`src/rtl/gate_array_sweeper_pkg.sv`:
```
// Shared encodings for the gate array: op select codes, sweep FSM states
// and the single-bit gate evaluation used by every channel slice.
package gate_array_sweeper_pkg;

  typedef logic [1:0] op_t;

  localparam op_t OP_AND  = 2'b00;
  localparam op_t OP_OR   = 2'b01;
  localparam op_t OP_XOR  = 2'b10;
  localparam op_t OP_NAND = 2'b11;

  localparam logic [1:0] ST_IDLE = 2'd0;
  localparam logic [1:0] ST_RUN  = 2'd1;
  localparam logic [1:0] ST_DONE = 2'd2;

  // Sweep covers the four (a, b) combinations; vector 3 is the final one
  localparam logic [1:0] VEC_LAST = 2'd3;

  function automatic logic gate_eval(input op_t op, input logic x, input logic y);
    logic res;
    case (op)
      OP_AND:  res = x & y;
      OP_OR:   res = x | y;
      OP_XOR:  res = x ^ y;
      default: res = ~(x & y);
    endcase
    return res;
  endfunction

endpackage

```
`src/rtl/gate_array_sweeper_if.sv`:
```
// Operand/control and result bundle between the lab top-level (SW/KEY side)
// and the gate array sweeper.
interface gate_array_sweeper_if #(
  parameter int CHANNELS = 4
);
  import gate_array_sweeper_pkg::*;

  op_t                 mode;
  logic [CHANNELS-1:0] a;
  logic [CHANNELS-1:0] b;
  logic                in_valid;
  logic                sweep_en;
  logic [CHANNELS-1:0] out;
  logic                out_valid;
  logic                sweep_a;
  logic                sweep_b;
  logic                sweep_busy;
  logic                sweep_done;

  modport master (
    output mode, a, b, in_valid, sweep_en,
    input  out, out_valid, sweep_a, sweep_b, sweep_busy, sweep_done
  );

  modport slave (
    input  mode, a, b, in_valid, sweep_en,
    output out, out_valid, sweep_a, sweep_b, sweep_busy, sweep_done
  );

endinterface

```
`src/rtl/gate_array_sweeper_gate_op_slice.sv`:
```
// One combinational 2-input gate channel with run-time op select.
module gate_op_slice
  import gate_array_sweeper_pkg::*;
(
  input  op_t  i_mode,
  input  logic i_a,
  input  logic i_b,
  output logic o_y
);

  assign o_y = gate_eval(i_mode, i_a, i_b);

endmodule

```
`src/rtl/gate_array_sweeper.sv`:
```
// CHANNELS-wide 2-input gate array with a registered result/valid and a
// truth-table sweep sequencer that walks (a,b) = 00,10,01,11 at STEP_CYCLES.
module gate_array_sweeper
  import gate_array_sweeper_pkg::*;
#(
  parameter int CHANNELS    = 4,
  parameter int STEP_CYCLES = 50000000
) (
  input  logic                 clock,
  input  logic                 reset,
  gate_array_sweeper_if.slave  bus
);

  localparam int STEP_W = (STEP_CYCLES > 1) ? $clog2(STEP_CYCLES) : 1;
  localparam logic [STEP_W-1:0] STEP_LAST = STEP_W'(STEP_CYCLES - 1);

  logic [1:0]          r_state;
  logic [1:0]          r_vec;
  logic [STEP_W-1:0]   r_step;
  logic                r_sweep_en_q;
  logic [CHANNELS-1:0] r_out_p1;
  logic                r_vld_p1;

  logic                w_rise;
  logic                w_start;
  logic                w_step_last;
  logic                w_apply_norm;
  logic                w_apply_sweep;
  logic                w_apply;
  logic [CHANNELS-1:0] w_a_eff;
  logic [CHANNELS-1:0] w_b_eff;
  logic [CHANNELS-1:0] w_result;

  assign w_rise      = bus.sweep_en & ~r_sweep_en_q;
  assign w_start     = (r_state == ST_IDLE) && w_rise;
  assign w_step_last = (r_step == STEP_LAST);

  // A sweep start outranks a coincident in_valid; a dropped sweep_en in RUN
  // suppresses the vector apply so out holds across an abort.
  assign w_apply_norm  = (r_state == ST_IDLE) && bus.in_valid && !w_rise;
  assign w_apply_sweep = (r_state == ST_RUN) && bus.sweep_en && (r_step == '0);
  assign w_apply       = w_apply_norm | w_apply_sweep;

  assign w_a_eff = w_apply_sweep ? {CHANNELS{r_vec[0]}} : bus.a;
  assign w_b_eff = w_apply_sweep ? {CHANNELS{r_vec[1]}} : bus.b;

  for (genvar gi = 0; gi < CHANNELS; gi++) begin : g_ch
    gate_op_slice u_slice (
      .i_mode (bus.mode),
      .i_a    (w_a_eff[gi]),
      .i_b    (w_b_eff[gi]),
      .o_y    (w_result[gi])
    );
  end

  // Stage p0 -> p1: gate results and valid strobe registered together
  always_ff @(posedge clock or posedge reset) begin
    if (reset) begin
      r_out_p1 <= '0;
      r_vld_p1 <= 1'b0;
    end else begin
      r_vld_p1 <= w_apply;
      if (w_apply) r_out_p1 <= w_result;
    end
  end

  always_ff @(posedge clock or posedge reset) begin
    if (reset) begin
      r_state      <= ST_IDLE;
      r_vec        <= '0;
      r_step       <= '0;
      r_sweep_en_q <= 1'b0;
    end else begin
      r_sweep_en_q <= bus.sweep_en;
      case (r_state)
        ST_IDLE: begin
          if (w_start) begin
            r_state <= ST_RUN;
            r_vec   <= '0;
            r_step  <= '0;
          end
        end
        ST_RUN: begin
          if (!bus.sweep_en) begin
            r_state <= ST_IDLE;
          end else if (w_step_last) begin
            r_step <= '0;
            // vec stays on the last vector so sweep_a/b hold it through DONE
            if (r_vec == VEC_LAST) r_state <= ST_DONE;
            else                   r_vec   <= r_vec + 2'd1;
          end else begin
            r_step <= r_step + STEP_W'(1);
          end
        end
        default: r_state <= ST_IDLE;
      endcase
    end
  end

  assign bus.out        = r_out_p1;
  assign bus.out_valid  = r_vld_p1;
  assign bus.sweep_a    = r_vec[0];
  assign bus.sweep_b    = r_vec[1];
  assign bus.sweep_busy = (r_state == ST_RUN);
  assign bus.sweep_done = (r_state == ST_DONE);

endmodule
```
`src/flat_wrapper.sv`:
```
// flat-port wrapper written by rule: the top's interface ports become plain ports
module gate_array_sweeper_flat import gate_array_sweeper_pkg::*;
#(
  parameter int CHANNELS    = 4,
  parameter int STEP_CYCLES = 50000000
)
  (clock, reset, bus_mode, bus_a, bus_b, bus_in_valid, bus_sweep_en, bus_out, bus_out_valid, bus_sweep_a, bus_sweep_b, bus_sweep_busy, bus_sweep_done);
  gate_array_sweeper_if #(.CHANNELS(CHANNELS)) bus_i ();
  input  logic clock;
  input  logic reset;
  input wire logic [$bits(bus_i.mode)-1:0] bus_mode;
  input wire logic [$bits(bus_i.a)-1:0] bus_a;
  input wire logic [$bits(bus_i.b)-1:0] bus_b;
  input wire logic [$bits(bus_i.in_valid)-1:0] bus_in_valid;
  input wire logic [$bits(bus_i.sweep_en)-1:0] bus_sweep_en;
  output wire logic [$bits(bus_i.out)-1:0] bus_out;
  output wire logic [$bits(bus_i.out_valid)-1:0] bus_out_valid;
  output wire logic [$bits(bus_i.sweep_a)-1:0] bus_sweep_a;
  output wire logic [$bits(bus_i.sweep_b)-1:0] bus_sweep_b;
  output wire logic [$bits(bus_i.sweep_busy)-1:0] bus_sweep_busy;
  output wire logic [$bits(bus_i.sweep_done)-1:0] bus_sweep_done;
  assign bus_i.mode = bus_mode;
  assign bus_i.a = bus_a;
  assign bus_i.b = bus_b;
  assign bus_i.in_valid = bus_in_valid;
  assign bus_i.sweep_en = bus_sweep_en;
  assign bus_out = bus_i.out;
  assign bus_out_valid = bus_i.out_valid;
  assign bus_sweep_a = bus_i.sweep_a;
  assign bus_sweep_b = bus_i.sweep_b;
  assign bus_sweep_busy = bus_i.sweep_busy;
  assign bus_sweep_done = bus_i.sweep_done;
  gate_array_sweeper #(.CHANNELS(CHANNELS), .STEP_CYCLES(STEP_CYCLES)) u_core (.clock(clock), .reset(reset), .bus(bus_i));
endmodule
```
`config.mk`:
```
export PLATFORM = sky130hd
export DESIGN_NAME = gate_array_sweeper_flat
export DESIGN_NICKNAME = d
export VERILOG_FILES = /design/src/rtl/gate_array_sweeper_pkg.sv /design/src/rtl/gate_array_sweeper_if.sv /design/src/rtl/gate_array_sweeper_gate_op_slice.sv /design/src/rtl/gate_array_sweeper.sv /design/src/flat_wrapper.sv
export SDC_FILE = /design/constraint.sdc
export NUM_CORES = 1
export LEC_CHECK = 0
export ABC_CLOCK_PERIOD_IN_PS = 3800
export CORE_MARGIN = 2
export CORE_UTILIZATION = 45
export DETAILED_ROUTE_END_ITERATION = 8
export PLACE_DENSITY = 0.64
export SLEW_MARGIN = 20
export SYNTH_ARGS = -nofsm -noshare
export SYNTH_HDL_FRONTEND = slang
export SYNTH_SLANG_ARGS = --single-unit
```
`constraint.sdc`:
```
create_clock -name clock -period 3.8 [get_ports clock]
set_clock_uncertainty 0.1 [all_clocks]
set_input_delay 0.57 -clock clock [delete_from_list [all_inputs] [get_ports clock]]
set_output_delay 0.57 -clock clock [all_outputs]
set_load 0.03 [all_outputs]
```
==> job_summary.md <==
### Yosys + OpenROAD results

| Metric | Value |
|---|---|
| Status | `completed` |
| Vias after detailed routing | `1774` |
| Overall Power | `0.000893 W` |
| Worst setup slack after placement | `0.340 ns` |
| Biggest cell category by area in the final layout | `logic gates` |
| IR drop worst, VDD | `187 uV` |
| Most used cells in the layout excluding fill and tap cells | `dfrtp_1, nor2_1, clkdlybuf4s50_1` |
| Slack of the critical path | `0.647 ns` |
| Longest Clk Path Bufs | `2` |
| Register with the highest flop count | `u_core.r_step` |
| DIE WIDTH | `75.0 um` |
| Syn Std Cell Area | `2270 sq um` |
| Cell area after layout | `2620 sq um` |
| Actual slew at the worst max-slew pin | `0.697 ns` |
| Detailed-route wire length | `4610 um` |
| Flip-flop count of the largest register, all copies and words added | `26` |
| Total negative slack for setup checks | `0 ns` |
| Non-Filler Instances | `337` |
| Net Switching | `0.000259 W` |
| # H-tree levels | `2` |
| Master of the slowest instance on the critical path | `clkdlybuf4s50_1` |
| Registers, synthesis | `36` |
| ANT cells | `0` |
[path summary, 6_finish.rpt]
path / slack, ns / cells after the start / endpoint / start
worst max-delay path: 0.65 / 11 / u_core.bus.out[2] / bus_sweep_en
worst min-delay path: 0.41 / 1 / u_core.bus.out[2] / u_core.bus.out[2]
worst max register to register: 0.69 / 10 / u_core.bus.out[2] / u_core.r_step[16]
worst min register to register: 0.41 / 1 / u_core.bus.out[2] / u_core.bus.out[2]
max in group asynchronous: 2.68 / 3 / u_core.r_state[0] / reset
min in group asynchronous: 0.59 / 3 / u_core.r_step[14] / reset
[layer usage]
layer  up-vias  global-route usage
li1        895                   -
met1       855               0.267
met5         -                   0
met4         0              0.0536
met2        19               0.290
met3         5              0.0361
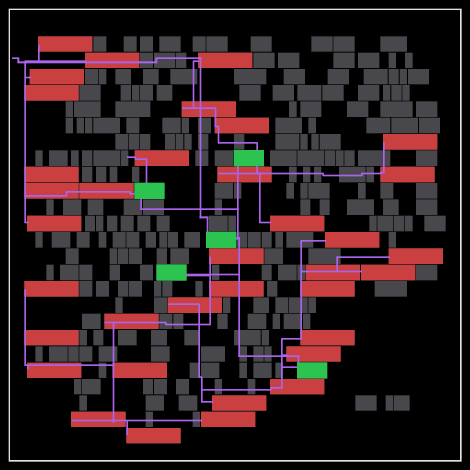
(images/clock_wires.png)
Drawn at 6 px/um.
[flip-flops] red | count: 36
[clock wires] purple | length: 496 um
[clock-net drivers] green | count: 5
routed clock nets: 6
flops lie: widely spread

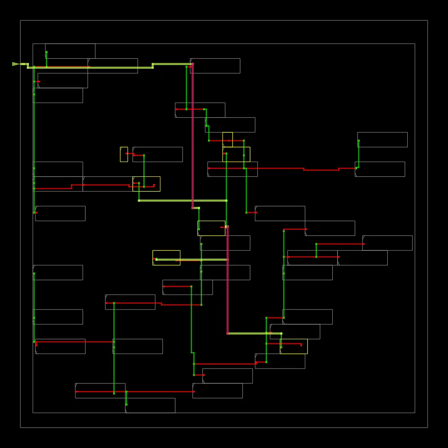
(images/clock_nets.png)
Clock Sinks: 36
number of buffers created by CTS: 5
flip-flop and latch count: 36
clk pwr: 0.000254 W
clk ins delay skew pair: 0.28 ns

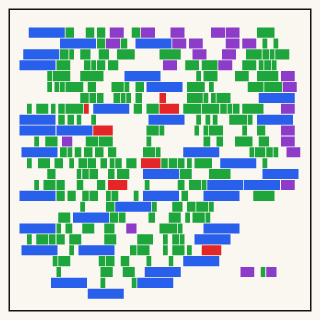
(images/class_map.png)
Drawn at 4 px/um.
[remaining buffers and delay cells] purple | cells: 25 | share of their area: 9.6%
[clock drivers and dummy loads] red | cells: 7 | share of their area: 3.1%
[remaining logic cells] green | cells: 202 | share of their area: 52%
[registers] blue | cells: 36 | share of their area: 36%

Power is estimated from default activity; no workload was simulated.
